$ cat src/rtl/nor_stim_seq.sv
// nor_stim_seq
// Clocked, programmable stimulus source for the four inputs of a 4-input NOR
// block. A run emits NUM_VEC vectors in one of four pattern modes. Each vector
// is held for a latched number of cycles. A start/busy/done handshake and a
// valid strobe let a downstream checker follow the run.
// Vector bits map as {ina, inb, inc, ind} = vec[3:0].

module nor_stim_seq #(
  parameter int NUM_VEC = 16,  // vectors per run, legal range 1..16
  parameter int HOLD_W  = 8    // width of the hold-count input
) (
  input  logic              clk,
  input  logic              rst_n,
  input  logic              start,
  input  logic [1:0]        mode,
  input  logic [HOLD_W-1:0] hold,
  output logic              ina,
  output logic              inb,
  output logic              inc,
  output logic              ind,
  output logic              valid,
  output logic [3:0]        vec_idx,
  output logic              busy,
  output logic              done
);

  typedef enum logic [1:0] {
    ST_IDLE = 2'd0,
    ST_RUN  = 2'd1,
    ST_DONE = 2'd2
  } state_e;

  typedef enum logic [1:0] {
    PAT_BINARY = 2'd0,
    PAT_GRAY   = 2'd1,
    PAT_TOGGLE = 2'd2,
    PAT_WALK   = 2'd3
  } pat_e;

  // The index of the final vector. With NUM_VEC=16 this is 4'hF, so the
  // 4-bit index never has to hold NUM_VEC itself.
  localparam logic [3:0]        LAST_IDX = 4'(NUM_VEC - 1);
  localparam logic [HOLD_W-1:0] HOLD_ONE = HOLD_W'(1);
  localparam logic [HOLD_W-1:0] HOLD_ZERO = '0;

  // Maps a vector index to its pattern for the selected mode.
  function automatic logic [3:0] pattern_vec(input pat_e pat, input logic [3:0] idx);
    logic [3:0] v;
    v = 4'b0000;
    case (pat)
      PAT_BINARY: v = idx;
      PAT_GRAY:   v = idx ^ (idx >> 1);
      // Toggle chain flips a, b, c, d in turn. This is a 4-bit Johnson
      // sequence with period 8, so only the low three index bits matter.
      PAT_TOGGLE: begin
        case (idx[2:0])
          3'd0: v = 4'b0000;
          3'd1: v = 4'b1000;
          3'd2: v = 4'b1100;
          3'd3: v = 4'b1110;
          3'd4: v = 4'b1111;
          3'd5: v = 4'b0111;
          3'd6: v = 4'b0011;
          3'd7: v = 4'b0001;
          default: v = 4'b0000;
        endcase
      end
      PAT_WALK:   v = 4'b1000 >> idx[1:0];
      default:    v = 4'b0000;
    endcase
    return v;
  endfunction

  state_e            state_q;
  pat_e              mode_q;
  logic [HOLD_W-1:0] hold_q;      // latched hold, never zero while in RUN
  logic [HOLD_W-1:0] hold_cnt_q;  // counts 1..hold_q for the current vector
  logic [3:0]        idx_q;
  logic [3:0]        vec_q;
  logic              valid_q;
  logic              busy_q;
  logic              done_q;

  logic [HOLD_W-1:0] hold_d;      // hold value captured on an accepted start
  logic [3:0]        vec0_d;      // first vector for the requested mode
  logic [3:0]        idx_d;       // index of the following vector
  logic [3:0]        vec_d;       // following vector for the latched mode
  logic [HOLD_W-1:0] hold_cnt_d;  // hold counter advanced by one
  logic              hold_end;    // current vector has been held long enough
  logic              last_vec;    // current vector is the final one of the run

  // Next-value terms shared by the state machine.
  always_comb begin
    // NOTE: every signal gets a value before any branch, so no path through
    // this block can leave a signal unassigned and infer a latch.
    hold_d     = hold;
    vec0_d     = pattern_vec(pat_e'(mode), 4'd0);
    idx_d      = idx_q + 4'd1;
    vec_d      = pattern_vec(mode_q, idx_d);
    hold_cnt_d = hold_cnt_q + HOLD_ONE;
    hold_end   = (hold_cnt_q == hold_q);
    last_vec   = (idx_q == LAST_IDX);
    // A zero hold would never end a vector, so it is run as a hold of one.
    if (hold == HOLD_ZERO) hold_d = HOLD_ONE;
  end

  // Sequencer state machine. All outputs are registered here.
  always_ff @(posedge clk) begin
    // NOTE: state is updated with non-blocking assignments, so every
    // right-hand side reads the value from before this clock edge.
    if (!rst_n) begin
      state_q    <= ST_IDLE;
      mode_q     <= PAT_BINARY;
      hold_q     <= HOLD_ONE;
      hold_cnt_q <= HOLD_ZERO;
      idx_q      <= 4'd0;
      vec_q      <= 4'd0;
      valid_q    <= 1'b0;
      busy_q     <= 1'b0;
      done_q     <= 1'b0;
    end else begin
      case (state_q)
        ST_IDLE: begin
          done_q <= 1'b0;
          if (start) begin
            state_q    <= ST_RUN;
            mode_q     <= pat_e'(mode);
            hold_q     <= hold_d;
            hold_cnt_q <= HOLD_ONE;
            idx_q      <= 4'd0;
            vec_q      <= vec0_d;
            valid_q    <= 1'b1;
            busy_q     <= 1'b1;
          end
        end

        ST_RUN: begin
          if (hold_end) begin
            if (last_vec) begin
              state_q    <= ST_DONE;
              hold_cnt_q <= HOLD_ZERO;
              idx_q      <= 4'd0;
              vec_q      <= 4'd0;
              valid_q    <= 1'b0;
              busy_q     <= 1'b0;
              done_q     <= 1'b1;
            end else begin
              // Step straight to the next vector with no gap cycle.
              hold_cnt_q <= HOLD_ONE;
              idx_q      <= idx_d;
              vec_q      <= vec_d;
            end
          end else begin
            // Stops at hold_q, so even a hold of 2^HOLD_W-1 cannot overflow.
            hold_cnt_q <= hold_cnt_d;
          end
        end

        ST_DONE: begin
          // Stays for one cycle only. A start seen here is dropped.
          state_q <= ST_IDLE;
          done_q  <= 1'b0;
        end

        default: begin
          state_q    <= ST_IDLE;
          hold_cnt_q <= HOLD_ZERO;
          idx_q      <= 4'd0;
          vec_q      <= 4'd0;
          valid_q    <= 1'b0;
          busy_q     <= 1'b0;
          done_q     <= 1'b0;
        end
      endcase
    end
  end

  assign ina     = vec_q[3];
  assign inb     = vec_q[2];
  assign inc     = vec_q[1];
  assign ind     = vec_q[0];
  assign valid   = valid_q;
  assign vec_idx = idx_q;
  assign busy    = busy_q;
  assign done    = done_q;

endmodule
$ cat config.mk
export PLATFORM = sky130hd
export DESIGN_NAME = nor_stim_seq
export DESIGN_NICKNAME = d
export VERILOG_FILES = /design/src/rtl/nor_stim_seq.sv
export SDC_FILE = /design/constraint.sdc
export NUM_CORES = 1
export LEC_CHECK = 0
export CORE_MARGIN = 2
export CORE_UTILIZATION = 45
export DETAILED_ROUTE_END_ITERATION = 10
export PLACE_DENSITY = 0.75
export SYNTH_ARGS = -nofsm -noshare
export SYNTH_HDL_FRONTEND = slang
export SYNTH_SLANG_ARGS = --single-unit
$ cat constraint.sdc
create_clock -name clk -period 2.15 [get_ports clk]
set_input_delay 0.43 -clock clk [delete_from_list [all_inputs] [get_ports clk]]
set_output_delay 0.43 -clock clk [all_outputs]
set_load 0.02 [all_outputs]
**Run 1: track usage over the die**

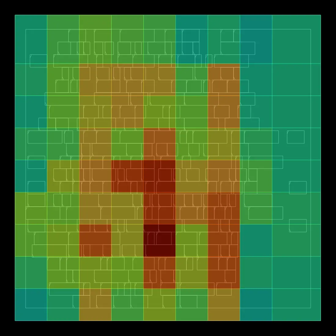
met2 Resource Use GR: 30.3%
met1 Resource Use GR: 27.6%

**Run 1: metal layers overlaid**

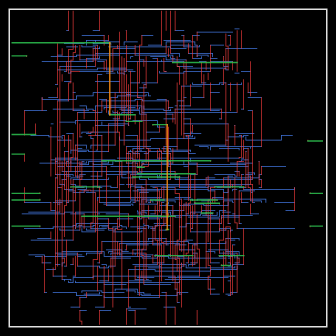
colour	layer	wire length
orange	met4	36.7 um
blue	met1	1,910 um
green	met3	188 um
red	met2	1,670 um

==> flow_summary.html, run 1 <==
<h2>Implementation results</h2>
<table>
<tr><th>Metric</th><th>Value</th></tr>
<tr><th colspan="2">Finish</th></tr>
<tr><td>Final net count</td><td>253</td></tr>
<tr><td>Fill cells</td><td>319</td></tr>
<tr><td>Antenna Diode Count</td><td>0</td></tr>
<tr><td>Finished layout cell area</td><td>2180 sq um</td></tr>
<tr><td>Non-filler instance count after layout</td><td>282</td></tr>
<tr><td>Post-synthesis to final-layout area growth</td><td>27.3%</td></tr>
<tr><th colspan="2">Worst hold path</th></tr>
<tr><td>Hold Crit Depth</td><td>2</td></tr>
<tr><th colspan="2">Detailed routing</th></tr>
<tr><td>Total Routed Length</td><td>3.80 mm</td></tr>
<tr><td>DRT antenna net count</td><td>0</td></tr>
<tr><td>1st-iter DRT viols</td><td>103</td></tr>
<tr><td>Via density per instance</td><td>5.42</td></tr>
<tr><th colspan="2">Critical path</th></tr>
<tr><td>Type of the worst setup path</td><td>reg2reg</td></tr>
<tr><td>Reg2reg end</td><td>vec_q[0]$_SDFFE_PN0P_</td></tr>
<tr><td>Number of buffers and inverters on the critical path</td><td>1</td></tr>
<tr><td>Depth of the worst register-to-register path</td><td>6</td></tr>
<tr><td>Data arrival at the endpoint of the critical path</td><td>2.18 ns</td></tr>
<tr><td>Dominant delay contributor by cell family on the critical path</td><td>multiplexers</td></tr>
<tr><td>Flop2flop setup slack</td><td>0.13 ns</td></tr>
<tr><td>Worst path cell trace</td><td>inv_1, ha_1, or2_2, mux4_2, nand3_1, mux2i_1</td></tr>
<tr><th colspan="2">Placement</th></tr>
<tr><td>Port Buffer Count</td><td>23</td></tr>
<tr><td>Placed Cells incl. Taps</td><td>274</td></tr>
<tr><td>Final weighted congestion of routability-driven global placement</td><td>0.888</td></tr>
<tr><td>Final HPWL from detailed placement</td><td>2.81 mm</td></tr>
<tr><th colspan="2">Clock network</th></tr>
<tr><td>CTS tree</td><td>built</td></tr>
<tr><td>Clk latency late pin</td><td>0.28 ns</td></tr>
<tr><td>Post-CTS setup buffers</td><td>0</td></tr>
<tr><td>Clk sink count</td><td>30</td></tr>
<tr><td>Number of H-tree levels</td><td>2</td></tr>
<tr><td>CTS hold repair buffers</td><td>0</td></tr>
<tr><th colspan="2">Final timing</th></tr>
<tr><td>Number of hold violations in the final report</td><td>0</td></tr>
<tr><td>Final total negative setup slack</td><td>0 ns</td></tr>
<tr><td>Total count of max-transition violations in the final report</td><td>0</td></tr>
<tr><td>Crit share post-route</td><td>94.1%</td></tr>
<tr><th colspan="2">Logic synthesis</th></tr>
<tr><td>Net count after synthesis</td><td>225</td></tr>
<tr><td>Share of the synthesized area in the top cell type</td><td>35.1%</td></tr>
<tr><td>Area share of fa/ha/maj cells after synthesis</td><td>5.12%</td></tr>
<tr><td>Register share after synthesis</td><td>35.1%</td></tr>
<tr><td>Most used flip-flop cell</td><td>dfxtp_1</td></tr>
<tr><td>XOR Share, Synth</td><td>6.66%</td></tr>
<tr><td>Synth Instances</td><td>205</td></tr>
<tr><td>Tally of yosys warning messages</td><td>0</td></tr>
<tr><td>Main area contributors</td><td>dfxtp_1 35%, nand2_1 7.2%, xor2_1 6.1%</td></tr>
<tr><td>Yosys Instances</td><td>205</td></tr>
<tr><td>Cell area after technology mapping</td><td>1710 sq um</td></tr>
<tr><td>Leading area contributor after synthesis</td><td>dfxtp_1</td></tr>
<tr><th colspan="2">Power</th></tr>
<tr><td>Pwr Total</td><td>0.00155 W</td></tr>
<tr><th colspan="2">GRT</th></tr>
<tr><td>GRT Overall Usage</td><td>19.6%</td></tr>
<tr><th colspan="2">Die</th></tr>
<tr><td>Horiz. Die Dim</td><td>65.6 um</td></tr>
<tr><td>Number of top-level pins</td><td>24</td></tr>
<tr><td>Die H</td><td>65.6 um</td></tr>
<tr><th colspan="2">Status</th></tr>
<tr><td>Status</td><td>finished, final reports clean</td></tr>
</table>
**Run 1: met2 routing**

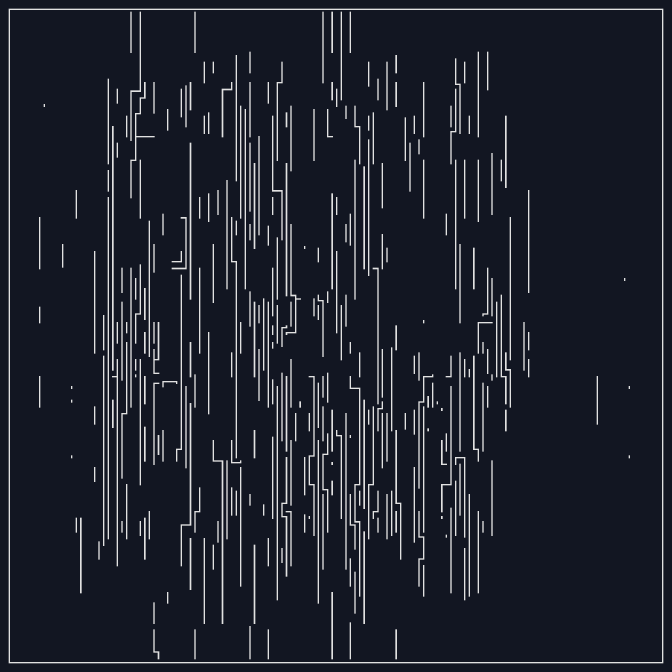
nets with wire on the layer	194
share of all routed wire	44%
longest straight run	34.3 um
wire length on this layer	1,670 um

**Run 1: placement density heat map**

7 x 7 tiles, from white (low) to dark blue (high), 0 to 100% covered.
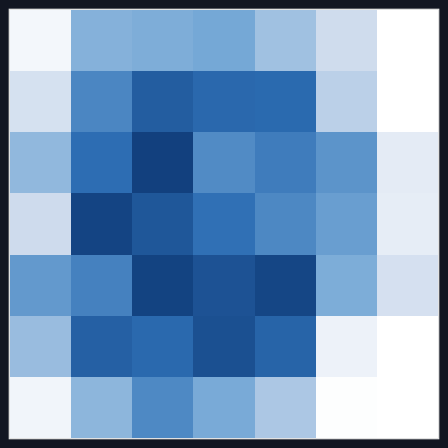
nearly empty tiles	10%
tiles over 75% full	29%
densest ninth of the die	centre
mean over tiles	49%
fullest tile	93%
emptiest ninth of the die	lower right
final standard cell utilization of the core: 59.4%
core box area: 3660 sq um
Core Util at FP: 46.7%

-- run 1: report_power, final --
group | leakage [nW] | internal, W | total [W] | switching (W)
Sequential | 0.245 | 0.000578 | 0.000605 | 0.0000272
Clock | 0.0714 | 0.000494 | 0.000716 | 0.000222
Combinational | 0.557 | 0.000110 | 0.000225 | 0.000115
-- run 1: flip-flops by register name, indices dropped and copies added, names as in the netlist --
register / cells
hold_cnt_q: 8
hold_q: 8
vec_idx: 4
vec_q: 4
mode_q: 2
state_q: 2
busy: 1
done: 1
-- run 1: final cells by class --
type	instances	area (sq um)	area share, %
multi-input combinational	157	1040	47.8
sequential	30	601	27.6
timing repair buffer	34	313	14.4
clock buffer	6	82.6	3.80
clock inverter	2	60.1	2.76
tap	48	60.1	2.76
inverter	5	18.8	0.863
-- run 1: worst reg2reg max path, stage by stage, from the launching register on --
cell and delay (ns):
dfxtp_1 0.51, inv_1 0.17, ha_1 0.25, or2_2 0.29, mux4_2 0.47, nand3_1 0.13, mux2i_1 0.09
-- run 1: Yosys cell counts (2+ instances only) --
cell      count
o211ai_1      2
a21oi_1       7
mux2i_1       4
nor4_1        2
nand2_1      33
a21boi_0      9
nor4_2        2
nor3_1        3
and3b_1       2
o31ai_1       4
inv_1         5
nor2_1        9
clkbuf_1      9
buf_2         3
or2_2         2
dfxtp_1      30
a31oi_1       6
xor2_1       12
o21ai_0       9
nor2b_1       2
o21a_1        3
nand2b_1      2
ha_1          7
and3_1        6
nand3_1       8
-- run 1: metal layers --
layer | global-route usage, % | wire length [um] | up-vias
met5 | 0 | 0 | -
met4 | 5.47 | 36 | 0
met3 | 3.60 | 188 | 5
met2 | 30.3 | 1670 | 45
met1 | 27.6 | 1910 | 691
li1 | - | - | 788
**Run 1: gate-type map**

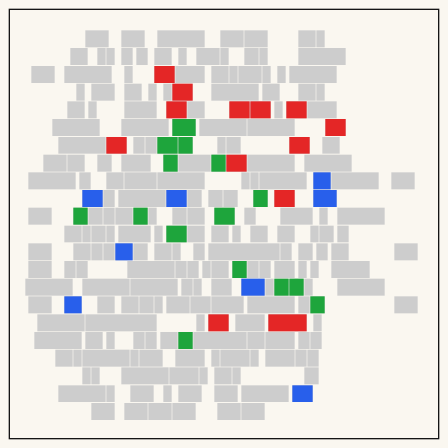

==> run 2: changes to the inputs <==
Settings changed: CTS_CLUSTER_SIZE from default to 12.
Clock period 2.15 ns to 2.2 ns, I/O delays scaled along.
**Run 2: gate-type map**

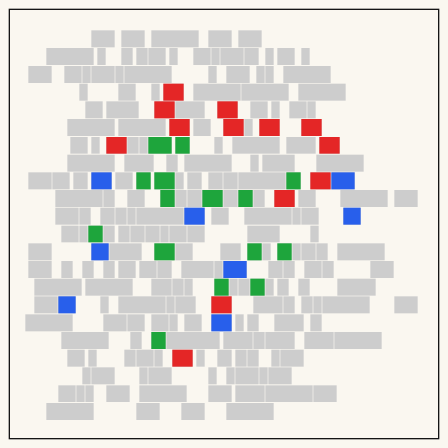
colour	family	cells	most used
green	AND and OR gates	15	and3_1
blue	AND-OR and OR-AND gates	8	o21a_1
red	XOR/XNOR gates	13	xor2_1
leading cell type in the layout, fill and taps excluded: nand2_1
non-filler instance count after layout: 280
fraction of standard cell area in multi-input logic: 49.3%

**Run 2: met2 routing**

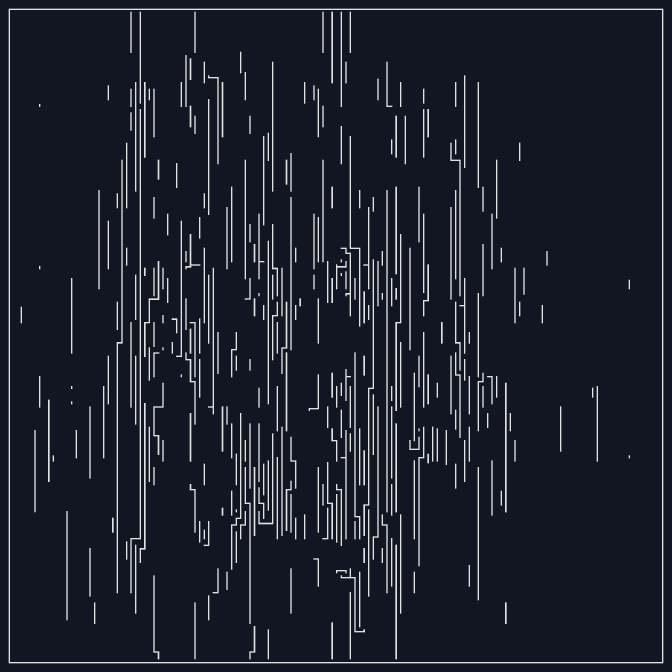
wire length on this layer	1,610 um
nets with wire on the layer	197
longest straight run	43.2 um
main direction	vertical
met2 Resource Use GR: 27.8%
detailed-route via count: 1,523
Total Routed Length: 3.76 mm

==> flow_summary.html, run 2 <==
<h2>Implementation results</h2>
<table>
<tr><th>Metric</th><th>Value</th></tr>
<tr><th colspan="2">Power</th></tr>
<tr><td>Combinational group power</td><td>0.000216 W (was 0.000225 W)</td></tr>
<tr><td>Internal power summed over all cells</td><td>0.000881 W (was 0.00118 W)</td></tr>
<tr><td>Clock network power share</td><td>33.7% (was 46.3%)</td></tr>
<tr><td>Power dissipated in the clock network</td><td>0.000410 W (was 0.000716 W)</td></tr>
<tr><td>Portion of total power attributed to combinational logic</td><td>17.7% (was 14.6%)</td></tr>
<tr><td>Net switching power</td><td>0.000335 W (was 0.000364 W)</td></tr>
<tr><td>Power dissipated in sequential cells</td><td>0.000591 W (was 0.000605 W)</td></tr>
<tr><td>Leading power group</td><td>sequential cells (was the clock network)</td></tr>
<tr><th colspan="2">Critical path</th></tr>
<tr><td>Flop2flop setup slack</td><td>0.22 ns (was 0.13 ns)</td></tr>
<tr><td>Type of the worst setup path</td><td>reg2reg (unchanged)</td></tr>
<tr><td>Depth of the worst register-to-register path</td><td>6 (unchanged)</td></tr>
<tr><td>Reg2reg end</td><td>vec_q[1]$_SDFFE_PN0P_ (was vec_q[0]$_SDFFE_PN0P_)</td></tr>
<tr><td>Data arrival at the endpoint of the critical path</td><td>2.14 ns (was 2.18 ns)</td></tr>
<tr><th colspan="2">Logic synthesis</th></tr>
<tr><td>Cell area after technology mapping</td><td>1710 sq um (unchanged)</td></tr>
<tr><td>Register share after synthesis</td><td>35.1% (unchanged)</td></tr>
<tr><td>Net count after synthesis</td><td>225 (unchanged)</td></tr>
<tr><td>Synth Instances</td><td>205 (unchanged)</td></tr>
<tr><td>Main area contributors</td><td>dfxtp_1 35%, nand2_1 7.2%, xor2_1 6.1% (unchanged)</td></tr>
<tr><td>Leading cell types by count after synthesis</td><td>33 x nand2_1, 30 x dfxtp_1, 12 x xor2_1 (unchanged)</td></tr>
<tr><td>Leading area contributor after synthesis</td><td>dfxtp_1 (unchanged)</td></tr>
<tr><th colspan="2">Finish</th></tr>
<tr><td>Final net count</td><td>252 (was 253)</td></tr>
<tr><td>Antenna Diode Count</td><td>0 (unchanged)</td></tr>
<tr><td>Finished layout cell area</td><td>2100 sq um (was 2180 sq um)</td></tr>
<tr><td>Largest registers in the final layout</td><td>hold_cnt_q: 8 flops, hold_q: 8 flops (unchanged)</td></tr>
<tr><td>Final standard cell utilization of the core</td><td>57.3% (was 59.4%)</td></tr>
<tr><td>Fill cells</td><td>347 (was 319)</td></tr>
<tr><td>Post-synthesis to final-layout area growth</td><td>22.7% (was 27.3%)</td></tr>
<tr><th colspan="2">Placement</th></tr>
<tr><td>Final weighted congestion of routability-driven global placement</td><td>0.852 (was 0.888)</td></tr>
<tr><td>Placed Cells incl. Taps</td><td>273 (was 274)</td></tr>
<tr><td>Final HPWL from detailed placement</td><td>2.85 mm (was 2.81 mm)</td></tr>
<tr><th colspan="2">Final timing</th></tr>
<tr><td>Number of hold violations in the final report</td><td>0 (unchanged)</td></tr>
<tr><td>Crit share post-route</td><td>90.1% (was 94.1%)</td></tr>
<tr><td>Total count of max-transition violations in the final report</td><td>0 (unchanged)</td></tr>
<tr><th colspan="2">Die</th></tr>
<tr><td>Core box area</td><td>3660 sq um (unchanged)</td></tr>
<tr><td>Die H</td><td>65.6 um (unchanged)</td></tr>
<tr><td>Number of top-level pins</td><td>24 (unchanged)</td></tr>
<tr><td>Core Util at FP</td><td>46.7% (unchanged)</td></tr>
<tr><th colspan="2">Clock network</th></tr>
<tr><td>CTS tree</td><td>built (unchanged)</td></tr>
<tr><td>Clk latency late pin</td><td>0.28 ns (about the same)</td></tr>
<tr><td>Clk sink count</td><td>30 (unchanged)</td></tr>
<tr><th colspan="2">Status</th></tr>
<tr><td>Status</td><td>finished, final reports clean (unchanged)</td></tr>
<tr><th colspan="2">Detailed routing</th></tr>
<tr><td>DRT antenna net count</td><td>0 (unchanged)</td></tr>
<tr><th colspan="2">Worst hold path</th></tr>
<tr><td>Hold Crit Depth</td><td>2 (unchanged)</td></tr>
<tr><th colspan="2">GRT</th></tr>
<tr><td>GRT Overall Usage</td><td>19.8% (was 19.6%)</td></tr>
</table>
-- run 2: cell counts after synthesis --
No cell type changed its count.
-- run 2: per-layer routing --
metal  GRT usage (%)  wire [um]  vias to the layer above
li1                -          -                      780
met1            28.8       1920                      696
met2            27.8       1610                       43
met3            3.77        184                        4
met4            9.11         51                        0
met5               0          0                        -
-- run 2: how the worst max path moves through the flow --
stage | startpoint | to
3_5_place_dp | vec_idx[1]$_SDFFE_PN0P_ | vec_q[1]$_SDFFE_PN0P_
4_1_cts | vec_idx[1]$_SDFFE_PN0P_ | vec_q[1]$_SDFFE_PN0P_
3_3_place_gp | vec_idx[1]$_SDFFE_PN0P_ | vec_q[1]$_SDFFE_PN0P_
6_report | vec_idx[1]$_SDFFE_PN0P_ | vec_q[1]$_SDFFE_PN0P_
2_1_floorplan | vec_idx[1]$_SDFFE_PN0P_ | vec_q[1]$_SDFFE_PN0P_
5_1_grt | vec_idx[1]$_SDFFE_PN0P_ | vec_q[1]$_SDFFE_PN0P_
-- run 2: layout make-up --
type	instances	area (sq um)	area share, %
multi-input cells	157	1030	49.3
well taps	48	60.1	2.86
clock inverters	2	10.0	0.477
flip-flops and latches	30	601	28.6
clock buffers	5	68.8	3.28
repair buffers	33	305	14.6
inverters	5	18.8	0.895
-- run 2: cells by family after synthesis --
family                     Yosys count  share of synthesized area (%)
AOI/OAI and AO/OA                   52                           21.1
xor gates and xnor gates            13                           6.66
adders and majority gates            7                           5.12
buffers and inverters               18                           4.39
DFF                                 30                           35.1
muxes                                5                           3.66
and+or+nand+nor                     80                           23.9
-- run 2: critical path: stages (launching register included) --
cell and delay, ns:
dfxtp_1 0.50, ha_1 0.37, xor2_1 0.42, xnor2_1 0.17
nor2_1 0.05, o31ai_1 0.24, mux2i_1 0.10
==> run 3: changes to the inputs <==
Settings changed: GPL_ROUTABILITY_DRIVEN from default to 0.
**Run 3: metal layers overlaid**

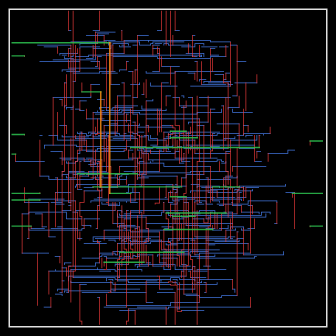
colour	layer	wire length
green	met3	185 um
red	met2	1,610 um
orange	met4	51.0 um
blue	met1	1,920 um
routed length per placed instance: 13.4 um
GRT Overall Usage: 19.8%

==> flow_summary.html, run 3 <==
<h2>Implementation results</h2>
<table>
<tr><th>Metric</th><th>Value</th></tr>
<tr><th colspan="2">Power</th></tr>
<tr><td>Pwr Total</td><td>0.00122 W (unchanged)</td></tr>
<tr><td>Net switching power</td><td>0.000335 W (unchanged)</td></tr>
<tr><td>Internal power summed over all cells</td><td>0.000881 W (unchanged)</td></tr>
<tr><td>Portion of total power attributed to sequential cells</td><td>48.6% (about the same)</td></tr>
<tr><td>Portion of total power attributed to combinational logic</td><td>17.7% (about the same)</td></tr>
<tr><td>Clock network power share</td><td>33.7% (about the same)</td></tr>
<tr><td>Power density relative to cell area</td><td>580 nW/um^2 (unchanged)</td></tr>
<tr><td>Switch share</td><td>27.5% (unchanged)</td></tr>
<tr><th colspan="2">Logic synthesis</th></tr>
<tr><td>Most frequent cell after synthesis</td><td>nand2_1 (unchanged)</td></tr>
<tr><td>Synth async-reset ratio</td><td>0% (unchanged)</td></tr>
<tr><td>Register share after synthesis</td><td>35.1% (unchanged)</td></tr>
<tr><td>Leading cell types by count after synthesis</td><td>33 x nand2_1, 30 x dfxtp_1, 12 x xor2_1 (unchanged)</td></tr>
<tr><td>Most used flip-flop cell</td><td>dfxtp_1 (unchanged)</td></tr>
<tr><td>Leading area contributor after synthesis</td><td>dfxtp_1 (unchanged)</td></tr>
<tr><td>Yosys Instances</td><td>205 (unchanged)</td></tr>
<tr><td>Post-synthesis cell type count</td><td>49 (unchanged)</td></tr>
<tr><td>Share of the synthesized area in the top cell type</td><td>35.1% (unchanged)</td></tr>
<tr><td>Synth Instances</td><td>205 (unchanged)</td></tr>
<tr><td>Tally of yosys warning messages</td><td>0 (unchanged)</td></tr>
<tr><td>Cell area after technology mapping</td><td>1710 sq um (unchanged)</td></tr>
<tr><td>Net count after synthesis</td><td>225 (unchanged)</td></tr>
<tr><td>Main area contributors</td><td>dfxtp_1 35%, nand2_1 7.2%, xor2_1 6.1% (unchanged)</td></tr>
<tr><th colspan="2">Finish</th></tr>
<tr><td>Final net count</td><td>252 (unchanged)</td></tr>
<tr><td>Commonest non-fill, non-tap cells in the layout</td><td>33 x nand2_1, 30 x dfxtp_1, 23 x clkdlybuf4s50_1 (unchanged)</td></tr>
<tr><td>Share of layout cells above drive strength 1</td><td>11.2% (unchanged)</td></tr>
<tr><td>Antenna Diode Count</td><td>0 (unchanged)</td></tr>
<tr><td>Non-filler instance count after layout</td><td>280 (unchanged)</td></tr>
<tr><td>Leading cell type in the layout, fill and taps excluded</td><td>nand2_1 (unchanged)</td></tr>
<tr><td>Fill cells</td><td>347 (unchanged)</td></tr>
<tr><td>Final standard cell utilization of the core</td><td>57.3% (unchanged)</td></tr>
<tr><td>Largest registers in the final layout</td><td>hold_cnt_q: 8 flops, hold_q: 8 flops (unchanged)</td></tr>
<tr><td>Post-synthesis to final-layout area growth</td><td>22.7% (unchanged)</td></tr>
<tr><td>Finished layout cell area</td><td>2100 sq um (unchanged)</td></tr>
<tr><th colspan="2">Final timing</th></tr>
<tr><td>Number of hold violations in the final report</td><td>0 (unchanged)</td></tr>
<tr><td>Crit share post-route</td><td>90.1% (unchanged)</td></tr>
<tr><td>Final total negative setup slack</td><td>0 ns (unchanged)</td></tr>
<tr><td>Total count of max-transition violations in the final report</td><td>0 (unchanged)</td></tr>
<tr><td>Slew at the pin closest to its max-slew limit</td><td>0.452 ns (unchanged)</td></tr>
<tr><td>Setup repair after global routing missed its margin</td><td>no (unchanged)</td></tr>
<tr><td>Worst slew margin relative to its limit</td><td>69.7% (unchanged)</td></tr>
<tr><td>Tmin final</td><td>1.98 ns (unchanged)</td></tr>
<tr><th colspan="2">Critical path</th></tr>
<tr><td>Critical Path Max Stage Delay</td><td>0.50 ns (about the same)</td></tr>
<tr><td>Flop2flop setup slack</td><td>0.22 ns (about the same)</td></tr>
<tr><td>Number of buffers and inverters on the critical path</td><td>0 (unchanged)</td></tr>
<tr><td>Type of the worst setup path</td><td>reg2reg (unchanged)</td></tr>
<tr><td>Dominant delay contributor by cell family on the critical path</td><td>XOR/XNOR gates (unchanged)</td></tr>
<tr><td>Worst path cell trace</td><td>ha_1, xor2_1, xnor2_1, nor2_1, o31ai_1, mux2i_1 (unchanged)</td></tr>
<tr><td>Slowest stage cell, crit path</td><td>dfxtp_1 (unchanged)</td></tr>
<tr><td>Data arrival at the endpoint of the critical path</td><td>2.14 ns (about the same)</td></tr>
<tr><th colspan="2">Clock network</th></tr>
<tr><td>Clock-pin slew reported for the worst setup and hold paths after clock tree synthesis</td><td>0.06 ns (about the same)</td></tr>
<tr><td>Clock tree root driver cell</td><td>clkbuf_8 (unchanged)</td></tr>
<tr><td>CTS hold repair buffers</td><td>0 (unchanged)</td></tr>
<tr><td>CTS tree</td><td>built (unchanged)</td></tr>
<tr><td>Number of H-tree levels</td><td>2 (unchanged)</td></tr>
<tr><td>Post-CTS setup buffers</td><td>0 (unchanged)</td></tr>
<tr><td>Clk sink count</td><td>30 (unchanged)</td></tr>
<tr><td>Clk latency late pin</td><td>0.28 ns (about the same)</td></tr>
<tr><th colspan="2">Detailed routing</th></tr>
<tr><td>Detailed-route via count</td><td>1,523 (unchanged)</td></tr>
<tr><td>1st-iter DRT viols</td><td>68 (unchanged)</td></tr>
<tr><td>Via density per instance</td><td>5.44 (unchanged)</td></tr>
<tr><td>Total Routed Length</td><td>3.76 mm (unchanged)</td></tr>
<tr><td>DRT antenna net count</td><td>0 (unchanged)</td></tr>
<tr><th colspan="2">Die</th></tr>
<tr><td>Number of top-level pins</td><td>24 (unchanged)</td></tr>
<tr><td>Horiz. Die Dim</td><td>65.6 um (unchanged)</td></tr>
<tr><td>Die H</td><td>65.6 um (unchanged)</td></tr>
<tr><td>Core Util at FP</td><td>46.7% (unchanged)</td></tr>
<tr><td>Core box area</td><td>3660 sq um (unchanged)</td></tr>
<tr><th colspan="2">Status</th></tr>
<tr><td>Status</td><td>finished, final reports clean (unchanged)</td></tr>
<tr><th colspan="2">Worst hold path</th></tr>
<tr><td>Tightest Hold Check Type</td><td>reg2reg (unchanged)</td></tr>
<tr><th colspan="2">Placement</th></tr>
<tr><td>Port Buffer Count</td><td>23 (unchanged)</td></tr>
<tr><td>Final HPWL from detailed placement</td><td>2.85 mm (unchanged)</td></tr>
<tr><td>Placed Cells incl. Taps</td><td>273 (unchanged)</td></tr>
<tr><th colspan="2">GRT</th></tr>
<tr><td>First-pass GRT wire length</td><td>6.49 mm (unchanged)</td></tr>
<tr><td>Vias in the first global route</td><td>1,382 (unchanged)</td></tr>
<tr><th colspan="2">Flow run</th></tr>
<tr><td>Count of max-cap constraint violations</td><td>0 (unchanged)</td></tr>
</table>
**Run 3: met2 routing**

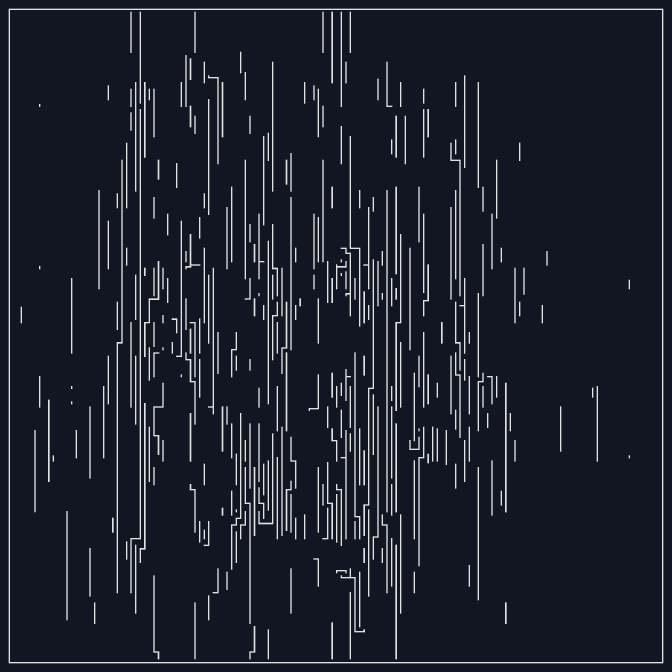
longest straight run	43.2 um
wire length on this layer	1,610 um

[run 3: cell counts after synthesis]
No cell type changed its count.
[run 3: kinds of logic after synthesis]
kind of cell	Yosys count	share of synthesized area (%)
and+or+nand+nor	80	23.9
muxes	5	3.66
buffers and inverters	18	4.39
AOI/OAI and AO/OA	52	21.1
adders and majority gates	7	5.12
DFF	30	35.1
xor gates and xnor gates	13	6.66
[run 3: area by class of cell]
type	count	area, sq um	area share (%)
clock buffers	5	68.8	3.28
clock inverters	2	10.0	0.477
inverters	5	18.8	0.895
multi-input cells	157	1030	49.3
flip-flops and latches	30	601	28.6
well taps	48	60.1	2.86
repair buffers	33	305	14.6
[run 3: path summary, 6_finish.rpt]
kind / startpoint / endpoint / cells past startpoint
hold reg to reg: vec_q[1]$_SDFFE_PN0P_ / vec_q[1]$_SDFFE_PN0P_ / 2
hold / removal: vec_q[1]$_SDFFE_PN0P_ / vec_q[1]$_SDFFE_PN0P_ / 2
setup / recovery: vec_idx[1]$_SDFFE_PN0P_ / vec_q[1]$_SDFFE_PN0P_ / 6
setup reg to reg: vec_idx[1]$_SDFFE_PN0P_ / vec_q[1]$_SDFFE_PN0P_ / 6
[run 3: layer usage]
metal	GRT usage [%]	part of all wire, %	up-vias
li1	-	-	780
met1	28.8	51	696
met4	9.11	1.4	0
met2	27.8	43	43
met3	3.77	4.9	4
met5	0	0	-
[run 3: power by group through the flow]
stage	Combinational (W)	Sequential [W]	Clock, W
after floorplan	0.000133	0.000597	0
after global placement	0.000213	0.000602	0
after detailed placement	0.000214	0.000602	0
after CTS	0.000215	0.000590	0.000423
after global routing	0.000233	0.000595	0.000454
final	0.000216	0.000591	0.000410
Power is estimated from default activity; no workload was simulated.
